**config.mk**
```make
export PLATFORM = sky130hd
export DESIGN_NAME = perf_event_counter
export DESIGN_NICKNAME = d
export VERILOG_FILES = /design/src/rtl/perf_event_counter.sv
export SDC_FILE = /design/constraint.sdc
export NUM_CORES = 1
export LEC_CHECK = 0
export CAP_MARGIN = 20
export CORE_UTILIZATION = 49
export CTS_BUF_LIST = sky130_fd_sc_hd__clkbuf_16
export CTS_CLUSTER_SIZE = 8
export DETAILED_ROUTE_END_ITERATION = 10
export PLACE_DENSITY = 0.67
export SYNTH_ARGS = -nofsm -noshare
export SYNTH_HDL_FRONTEND = slang
export SYNTH_SLANG_ARGS = --single-unit
```
**constraint.sdc**
```tcl
create_clock -name clk_i -period 6.4 [get_ports clk_i]
set_clock_uncertainty 0.1 [all_clocks]
set_input_delay 0.96 -clock clk_i [delete_from_list [all_inputs] [get_ports clk_i]]
set_output_delay 0.96 -clock clk_i [all_outputs]
set_load 0.005 [all_outputs]
```
**src/rtl/perf_event_counter.sv**
```systemverilog
// Performance monitor: counts run cycles and per-cycle event strobes
// while the CPU runs, and stops itself after a programmable cycle budget.
//
// Ports:
//   clk_i      clock, rising edge
//   rst_i      asynchronous active-low reset
//   start_i    run enable shared with the CPU; low in RUN pauses counting
//   evt_i      one event strobe per channel, sampled every clock
//   clr_i      synchronous clear of live counters, ovf flags and FSM
//   snap_i     copy live counters into the shadow registers
//   rd_sel_i   shadow select: 0..NUM_EVT-1 event channel, 15 cycle counter
//   rd_data_o  registered shadow read data
//   cycle_o    live cycle count
//   ovf_o      sticky overflow flags; bit NUM_EVT is the cycle counter
//   running_o  FSM in RUN
//   done_o     FSM in DONE
module perf_event_counter #(
    parameter int NUM_EVT    = 4,
    parameter int CNT_W      = 32,
    parameter int MAX_CYCLES = 70,
    parameter int SAT_MODE   = 1
) (
    input  logic               clk_i,
    input  logic               rst_i,
    input  logic               start_i,
    input  logic [NUM_EVT-1:0] evt_i,
    input  logic               clr_i,
    input  logic               snap_i,
    input  logic [3:0]         rd_sel_i,
    output logic [CNT_W-1:0]   rd_data_o,
    output logic [CNT_W-1:0]   cycle_o,
    output logic [NUM_EVT:0]   ovf_o,
    output logic               running_o,
    output logic               done_o
);

    typedef enum logic [1:0] {
        IDLE,
        RUN,
        DONE
    } state_t;

    localparam logic [CNT_W-1:0] MAX_C = CNT_W'(MAX_CYCLES);
    localparam logic [CNT_W-1:0] ONE   = CNT_W'(1);

    // Index NUM_EVT of the counter arrays is the cycle counter.
    state_t           state, state_n;
    logic [CNT_W-1:0] cnt   [NUM_EVT+1];
    logic [CNT_W-1:0] cnt_n [NUM_EVT+1];
    logic [CNT_W-1:0] sh    [NUM_EVT+1];
    logic [NUM_EVT:0] ovf, ovf_n;
    logic [NUM_EVT:0] hit;
    logic [CNT_W-1:0] rd_word;
    logic             en;

    assign en  = (state == RUN) && start_i;
    assign hit = en ? {1'b1, evt_i} : '0;

    always_comb begin
        ovf_n = ovf;
        for (int k = 0; k <= NUM_EVT; k++) begin
            cnt_n[k] = cnt[k];
            if (hit[k]) begin
                if (&cnt[k]) begin
                    ovf_n[k] = 1'b1;
                    cnt_n[k] = (SAT_MODE != 0) ? cnt[k] : '0;
                end else begin
                    cnt_n[k] = cnt[k] + ONE;
                end
            end
        end
    end

    always_comb begin
        state_n = state;
        unique case (state)
            IDLE: if (start_i) state_n = RUN;
            RUN: begin
                if ((MAX_CYCLES != 0) && en &&
                    (cnt_n[NUM_EVT] == MAX_C))
                    state_n = DONE;
            end
            DONE:    state_n = DONE;
            default: state_n = IDLE;
        endcase
        if (clr_i) state_n = IDLE;
    end

    // The cycle select is checked last so it wins when NUM_EVT is 16.
    always_comb begin
        rd_word = '0;
        for (int k = 0; k < NUM_EVT; k++) begin
            if (rd_sel_i == 4'(k)) rd_word = sh[k];
        end
        if (rd_sel_i == 4'd15) rd_word = sh[NUM_EVT];
    end

    always_ff @(posedge clk_i or negedge rst_i) begin
        if (!rst_i) begin
            state     <= IDLE;
            ovf       <= '0;
            rd_data_o <= '0;
            for (int k = 0; k <= NUM_EVT; k++) begin
                cnt[k] <= '0;
                sh[k]  <= '0;
            end
        end else begin
            state     <= state_n;
            rd_data_o <= rd_word;
            // Shadows take the pre-edge live values, even on a clear.
            if (snap_i) begin
                for (int k = 0; k <= NUM_EVT; k++) sh[k] <= cnt[k];
            end
            if (clr_i) begin
                ovf <= '0;
                for (int k = 0; k <= NUM_EVT; k++) cnt[k] <= '0;
            end else begin
                ovf <= ovf_n;
                for (int k = 0; k <= NUM_EVT; k++) cnt[k] <= cnt_n[k];
            end
        end
    end

    assign cycle_o   = cnt[NUM_EVT];
    assign ovf_o     = ovf;
    assign running_o = (state == RUN);
    assign done_o    = (state == DONE);

endmodule

```
### Clock routing, run 1

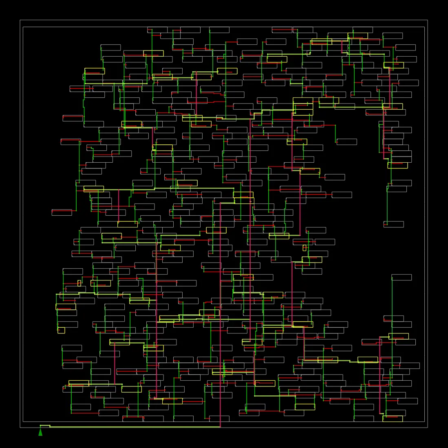
total number of clock tree sinks: 359
final sequential cell count: 359

### Port wiring, run 1

(2 px per µm)
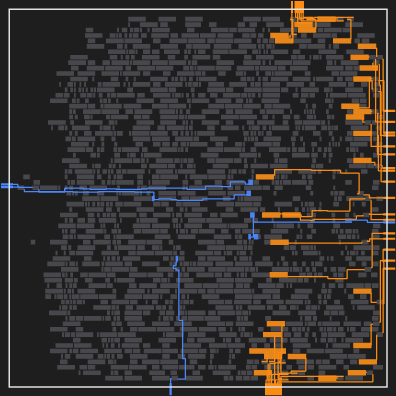
- orange: rd_data_o (bits 32; direction output; end cells 32; buffers 32; wire 1130 µm)
- blue: evt_i (bits 4; direction input; end cells 7; buffers 4; wire 417 µm)

### Sequential cells colored by netlist name, run 1

(1.5 px per µm) Other sequential cells in the stronger gray, the rest of the logic in the fainter gray.
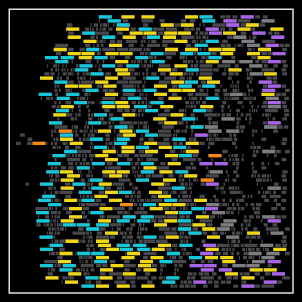
- purple: rd_data_o (placed flops 32; where a column on the right)
- cyan: cnt (placed flops 128)
- yellow: sh (placed flops 160)
- orange: ovf_o (placed flops 5)

==> impl_metrics.json, run 1 <==
{
  "vdd_ir_drop_max_mv": 0.176,
  "synth.distinct_cells": 62,
  "top_cells_by_count": "359 x sky130_fd_sc_hd__dfrtp_1, 173 x sky130_fd_sc_hd__nor2_1, 160 x sky130_fd_sc_hd__mux2_2",
  "globalRoute.busiestLayer": "met2",
  "synth_warnings": 0,
  "rsz_0062_raised_after_global_routing": "false",
  "maxSlewHeadroom": 0.264,
  "cts_setup_buffers": 0,
  "die_y_um": 188,
  "area_overhead_vs_synth_pct": 13.4,
  "detail_route.wl_per_cell_um": 21.3,
  "critical_path.max_fanout": 13,
  "drt-initial-drc-count": 763,
  "critPathCaptureType": "flop",
  "clkTransAtPathRegs_ns": 0.05,
  "layout-drive-gt1-share": 0.186,
  "worst_hold_path_type": "in -> async",
  "ys.flop_type": "sky130_fd_sc_hd__dfrtp_1",
  "setup_tns_ns": 0,
  "portBuffers": 83,
  "globalRoute.totalOverflow": 0,
  "grt_pass1_vias": 11600,
  "setup.worst_path.class": "in -> reg",
  "dp.final_hpwl_um": 28500,
  "grtUsageTotal": 0.245,
  "cts-root-to-sink-buffers": 3,
  "most_common_cell": "sky130_fd_sc_hd__dfrtp_1",
  "design.final.nets": 1525,
  "floorplan.core_util": 0.503,
  "detailedRoute.firstPassIterationCount": 5,
  "synth.area.top_cells": "sky130_fd_sc_hd__dfrtp_1 53%, sky130_fd_sc_hd__mux2_2 11%, sky130_fd_sc_hd__mux4_2 4.2%",
  "fp.dieArea_mm2": 0.0354,
  "ios": 84,
  "die_x_um": 188,
  "max_clock_freq_ghz": 0.251,
  "synth_cells": 1468,
  "coreArea_mm2": 0.0338,
  "htree_levels": 2,
  "fp-row-count": 67,
  "post-route-util": 0.570,
  "leakagePower_uw": 0.00852,
  "post_synth_mux_area_share": 0.154,
  "adder_share": 0.00589,
  "outcome": "complete, no violations",
  "warnings": 32,
  "cts-resized-gates": 0,
  "power-per-cell-area_mw_per_mm2": 255,
  "critical_path_required_ns": 6.69,
  "yosys.stat.seqShare": 0.529,
  "grt_first_pass_wirelength_um": 67500,
  "drv_cap": 0,
  "worst_slew_pin_slew_ns": 1.10,
  "route.antenna.remaining_nets": 0,
  "numSynthFlops": 359,
  "syn-num-nets": 1489,
  "asyncSetResetFlopFracSynth": 1.00,
  "cts_tree": "built",
  "grt_start_max_net_pins": 145,
  "route.vias.total": 11600,
  "grt_use_met2": 0.380,
  "critPathArrivalTime_ns": 4.28,
  "count_of_unresolved_drc_violations_after_routing": 0,
  "aoi_share": 0.0561,
  "area_fraction_in_and_or_nand_and_nor_cells": 0.148,
  "synth.avg_cell_area_um2": 11.6,
  "synthDominantCellAreaShare": 0.529,
  "globalplace.congestion": 0.933,
  "worst_setup_path_start_kind": "input port",
  "worstSkewPairLatency_ns": 0.55,
  "grt.met1_usage": 0.354,
  "antenna_violations_before_repair": 0,
  "viasPerCell": 5.94,
  "ys_cells": 1468,
  "hold_violations": 0,
  "clock-root-buffer": "sky130_fd_sc_hd__clkbuf_16",
  "total_power_of_the_final_layout_uw": 4910,
  "timing.final.setup_violations": 0,
  "tritoncts.num_buffers": 51,
  "post-route-min-period_ns": 3.98,
  "period_used_share": 0.622,
  "n_antenna_cell": 0,
  "enable_flop_cells": 0,
  "wirelength_um": 41700,
  "ys_top_logic_family": "multiplexers",
  "yosys.area_share.xor_xnor": 0.0686,
  "global_route.usage.met3": 0.0335,
  "maxSlewViolCount": 0,
  "netlist.top_cell.by_area": "sky130_fd_sc_hd__dfrtp_1",
  "hold_buffer_count_at_cts": 0,
  "yosys-stat-area_mm2": 0.0170,
  "synthesis.area_mm2": 0.0170
}
[run 1: final timing paths]
kind / from / slack (ns) / depth (start not counted) / to
min: rst_i / 0.38 / 1 / rd_data_o[0]
min in group clk_i: sh[30] / 0.38 / 1 / rd_data_o[30]
max in group asynchronous: rst_i / 4.53 / 2 / sh[122]
max reg2reg: state[1] / 2.56 / 10 / cnt[123]
max: start_i / 2.42 / 9 / cnt[123]
min reg2reg: sh[30] / 0.38 / 1 / rd_data_o[30]
[run 1: cell usage in the layout, fill, tap and decap left out, drive strengths merged, types with 27 or more instances in the layout]
cell           count
a22o              32
dfrtp            359
xnor2             53
mux2             161
and3              27
a21oi             39
nand3             66
nand4             56
nand2             64
clkbuf            53
mux4              32
o21ai             30
clkdlybuf4s50     79
or3               27
nor3              28
nor2             174
xor2              80
[run 1: cells by family (layout without fill, tap and decap cells)]
kind of cell	after synthesis	in the layout
flip-flops	359	359
adder cells (fa/ha/maj)	8	8
AND/OR/NAND/NOR	494	494
multiplexers	202	202
buffers and inverters	134	173
AND-OR/OR-AND	138	138
XOR/XNOR	133	133
[run 1: per-layer routing]
layer / vias up / wire length (µm)
met1: 5960 / 19300
met5: - / 0
met3: 82 / 1800
met2: 334 / 19500
met4: 0 / 1180
li1: 5241 / -
[run 1: worst max-delay path, stage by stage]
cell                              delay, ns
sky130_fd_sc_hd__clkdlybuf4s50_1       0.65
sky130_fd_sc_hd__and2_1                0.46
sky130_fd_sc_hd__nand2_1               0.16
sky130_fd_sc_hd__a31oi_1               0.83
sky130_fd_sc_hd__o2111ai_1             0.42
sky130_fd_sc_hd__nor3_1                0.42
sky130_fd_sc_hd__nand3_1               0.15
sky130_fd_sc_hd__xor2_1                0.15
sky130_fd_sc_hd__nor2_1                0.06
[run 1: state kept, by name, summed over array words and instances (netlist names)]
name and cells:
sh 160, cnt 128, cycle_o 32, rd_data_o 32, ovf_o 5, state 2
[run 1: through the flow]
step	hold WS, ns	cell area [µm²]	std cells	worst slack (ns)
after global placement	0.378	17900	1899	2.03
final	0.381	19300	1955	2.42
after CTS	0.385	19300	1955	2.42
after floorplan	0.362	17000	1468	3.13
after detailed placement	0.375	17900	1899	1.86
after global routing	0.411	19300	1955	2.18
[run 1: cell type report]
| class | instances | area, µm² |
|---|---|---|
| Sequential cell | 359 | 8980 |
| Fill cell | 2794 | 14500 |
| Timing Repair Buffer | 93 | 917 |
| Multi-Input combinational cell | 975 | 7360 |
| Inverter | 24 | 90.1 |
| Clock buffer | 53 | 1330 |
| Tap cell | 448 | 561 |
| Clock inverter | 3 | 16.3 |
[run 1: power by group]
group / leakage (µW) / switching, µW / internal [µW] / total [µW]
Sequential: 0.00501 / 20.1 / 2290 / 2310
Combinational: 0.00284 / 180 / 86.3 / 266
Clock: 0.000664 / 898 / 1440 / 2330
Total: 0.00852 / 1100 / 3820 / 4910
### Selected gate families, run 1

(2 px per µm)
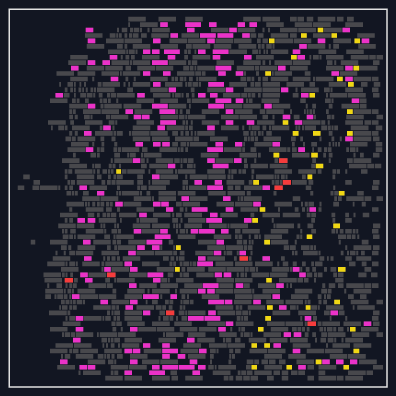

==> run 2: changes to the inputs <==
Settings changed: PLACE_DENSITY 0.67 to 0.7.
Clock period 6.4 ns to 3.5 ns, I/O delays scaled along.
### Selected gate families, run 2

(2 px per µm)
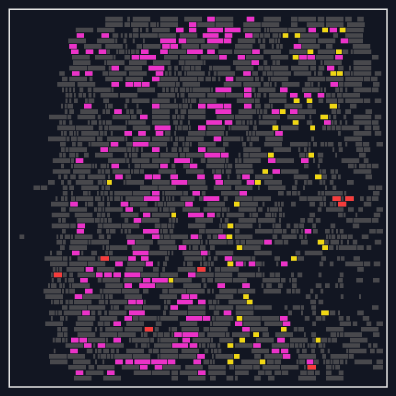
- yellow: non-inverting ao/oa cells (cells 45; most used a22o_1)
- red: fa/ha/maj cells (cells 8; most used ha_1)
- magenta: mux cells (cells 202; most used mux2_2)

==> run 2 against run 1 <==
- critical endpoint is now state[1]
- via count increased by 3.5%
- highest routed layer is now met5
- sequential cell count unchanged
- final cell count increased by 4.1%
- largest cell class unchanged
==> impl_metrics.json, run 2 <==
{
  "critPathCaptureType": "flop",
  "cts-root-to-sink-buffers": 3,
  "floorplan.core_util": 0.503,
  "largest_register_ffs": 160,
  "cts_tree": "built",
  "n_antenna_cell": 0,
  "htree_levels": 2,
  "critical_path_buf_inv_count": 2,
  "synth.area.top_cells": "sky130_fd_sc_hd__dfrtp_1 53%, sky130_fd_sc_hd__mux2_2 11%, sky130_fd_sc_hd__mux4_2 4.2%",
  "cts_sinks": 359,
  "grt_pass1_vias": 12200,
  "route.antenna.remaining_nets": 0,
  "synth.avg_cell_area_um2": 11.6,
  "critical_path_required_ns": 3.86,
  "count_of_unresolved_drc_violations_after_routing": 0,
  "worst_setup_path_start_kind": "flop",
  "synth.distinct_cells": 62,
  "worst_slew_pin_slew_ns": 0.757,
  "dp.final_hpwl_um": 31100,
  "fp-row-count": 67,
  "synth_warnings": 0,
  "clock-root-buffer": "sky130_fd_sc_hd__clkbuf_16",
  "drt-initial-drc-count": 1047,
  "portBuffers": 83,
  "detail_route.wl_per_cell_um": 21.6,
  "most_common_cell": "sky130_fd_sc_hd__dfrtp_1",
  "cts_setup_buffers": 0,
  "top_cells_by_count": "359 x sky130_fd_sc_hd__dfrtp_1, 173 x sky130_fd_sc_hd__nor2_1, 160 x sky130_fd_sc_hd__mux2_2",
  "placed_cell_area_mm2": 0.0186,
  "fp.dieArea_mm2": 0.0354,
  "die_x_um": 188,
  "slowest_cell_on_crit_path": "sky130_fd_sc_hd__or4_4",
  "outcome": "complete, no violations",
  "die_y_um": 188,
  "worstSkewPairLatency_ns": 0.55,
  "route.vias.total": 12000,
  "design.final.nets": 1606,
  "largest-register": "sh",
  "enable_flop_cells": 0,
  "critical_path.cell_chain": "inv_1 > ha_1 > nand4_1 > nor4_1 > buf_4 > xnor2_1 > o2111a_1 > o2111ai_1 > or4_4 > o31ai_4 > a31oi_1 > o22ai_1",
  "area_overhead_vs_synth_pct": 17.4,
  "tritoncts.num_buffers": 50,
  "netlist.top_cell.by_area": "sky130_fd_sc_hd__dfrtp_1",
  "ys.flop_type": "sky130_fd_sc_hd__dfrtp_1",
  "critical-path-max-stage-delay_ns": 0.58,
  "final_cell_mix": "359 x sky130_fd_sc_hd__dfrtp_1, 172 x sky130_fd_sc_hd__nor2_1, 160 x sky130_fd_sc_hd__mux2_2, 85 x sky130_fd_sc_hd__buf_4, 80 x sky130_fd_sc_hd__xor2_1",
  "warnings": 28,
  "maxSlewHeadroom": 0.495,
  "synth_cells": 1468,
  "viasPerCell": 5.91,
  "clkTransAtPathRegs_ns": 0.06,
  "timing.final.setup_violations": 0,
  "final_layout_top_logic_cell": "sky130_fd_sc_hd__dfrtp_1",
  "layout-drive-gt1-share": 0.227,
  "grt_start_max_net_pins": 74,
  "grtUsageTotal": 0.258,
  "numSynthFlops": 359,
  "yosys-stat-area_mm2": 0.0170,
  "grt_first_pass_wirelength_um": 70600,
  "ys_cells": 1468,
  "largestRegisters": "sh (160), cnt (128)",
  "wirelength_um": 43900,
  "synthDominantCellAreaShare": 0.529,
  "rr_startpoint": "state[1]",
  "layout.cell_area.non_filler_mm2": 0.0199,
  "globalplace.congestion": 0.972,
  "crit_family": "simple AND/OR/NAND/NOR gates",
  "post-route-min-period_ns": 3.28,
  "vdd_ir_drop_max_mv": 0.285,
  "maxSlewViolCount": 0,
  "total_power_of_the_final_layout_uw": 9030,
  "drv_cap": 0,
  "globalRoute.totalOverflow": 0,
  "max_clock_freq_ghz": 0.304,
  "power-per-cell-area_mw_per_mm2": 453,
  "hold_violations": 0,
  "worstHoldStart": "clr_i",
  "coreArea_mm2": 0.0338,
  "critPathArrivalTime_ns": 3.65,
  "worst_hold_path_type": "in -> reg",
  "yosys.stat.seqShare": 0.529,
  "asyncSetResetFlopFracSynth": 1.00,
  "synthesis.area_mm2": 0.0170,
  "syn-num-nets": 1489,
  "period_used_share": 0.938,
  "critical_path.max_fanout": 4,
  "ios": 84,
  "leakagePower_uw": 0.00898,
  "detailedRoute.firstPassIterationCount": 7,
  "rsz_0062_raised_after_global_routing": "false",
  "setup_tns_ns": 0,
  "timing.critical_path.from": "state[1]",
  "setup.worst_path.class": "reg -> reg",
  "antenna_violations_before_repair": 1
}
### Sequential cells colored by netlist name, run 2

(1.5 px per µm) Other sequential cells in the stronger gray, the rest of the logic in the fainter gray.
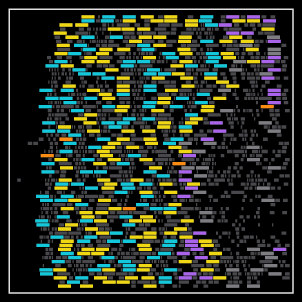
Core Util, Final: 0.590
power in sequential cells: 4220 µW
register area: 0.00898 mm²

## run 2: metal layers
metal	GRT usage	share of wire	vias to the layer above
li1	-	-	5417
met1	0.362	0.45	6188
met2	0.407	0.47	345
met3	0.0475	0.054	75
met4	0.0826	0.026	2
met5	0	0.00043	-
## run 2: cell type report
type	count	area, µm²
well taps	448	561
inverters	24	90.1
clock buffers	53	1330
repair buffers	175	1610
fillers	2718	13800
clock inverters	1	3.75
flip-flops and latches	359	8980
multi-input cells	975	7360
## run 2: worst paths after layout
path	endpoint	slack (ns)	cells after the start
min reg2reg	rd_data_o[10]	0.40	1
min in group asynchronous	cycle_o[4]	0.45	2
min	cnt[103]	0.26	2
max in group asynchronous	cnt[50]	1.93	3
max	state[1]	0.22	12
max reg2reg	state[1]	0.22	12
## run 2: worst register-to-register path: stages (launching register included)
cell and delay (ns):
sky130_fd_sc_hd__dfrtp_1 0.38, sky130_fd_sc_hd__inv_1 0.11, sky130_fd_sc_hd__ha_1 0.30, sky130_fd_sc_hd__nand4_1 0.19
sky130_fd_sc_hd__nor4_1 0.33, sky130_fd_sc_hd__buf_4 0.17, sky130_fd_sc_hd__xnor2_1 0.10, sky130_fd_sc_hd__o2111a_1 0.19
sky130_fd_sc_hd__o2111ai_1 0.15, sky130_fd_sc_hd__or4_4 0.58, sky130_fd_sc_hd__o31ai_4 0.29, sky130_fd_sc_hd__a31oi_1 0.13
sky130_fd_sc_hd__o22ai_1 0.15
## run 2: logic make-up after synthesis
| group | synth area share |
|---|---|
| buf+inv | 0.0382 |
| compound gates | 0.0561 |
| xor+xnor | 0.0686 |
| flops | 0.529 |
| simple gates | 0.148 |
| fa+ha+maj | 0.00589 |
| mux | 0.154 |
## run 2: power breakdown
| group | total (µW) | internal [µW] | switching (µW) |
|---|---|---|---|
| sequential | 4220 | 4190 | 28.5 |
| clock | 4250 | 2620 | 1630 |
| combinational | 562 | 202 | 360 |
| total | 9030 | 7010 | 2020 |
## run 2: metrics by stage
step | hold WS [ns] | util | worst slack, ns | instances
3_3_place_gp | 0.378 | 0.550 | -0.0358 | 1980
6_report | 0.263 | 0.590 | 0.216 | 2035
4_1_cts | 0.239 | 0.590 | 0.178 | 2035
2_1_floorplan | 0.129 | - | 0.449 | 1468
3_5_place_dp | 0.387 | 0.550 | -0.0999 | 1980
5_1_grt | 0.253 | 0.590 | 0.00462 | 2035
## run 2: timing repair
| item | in CTS | in global routing |
|---|---|---|
| hold buffers | 1 | 0 |
| endpoints found under the hold margin | 64 | 0 |
| resized | 0 | 1 |
| setup endpoints to repair | 0 | 1 |
Power and IR drop assume default switching activity.
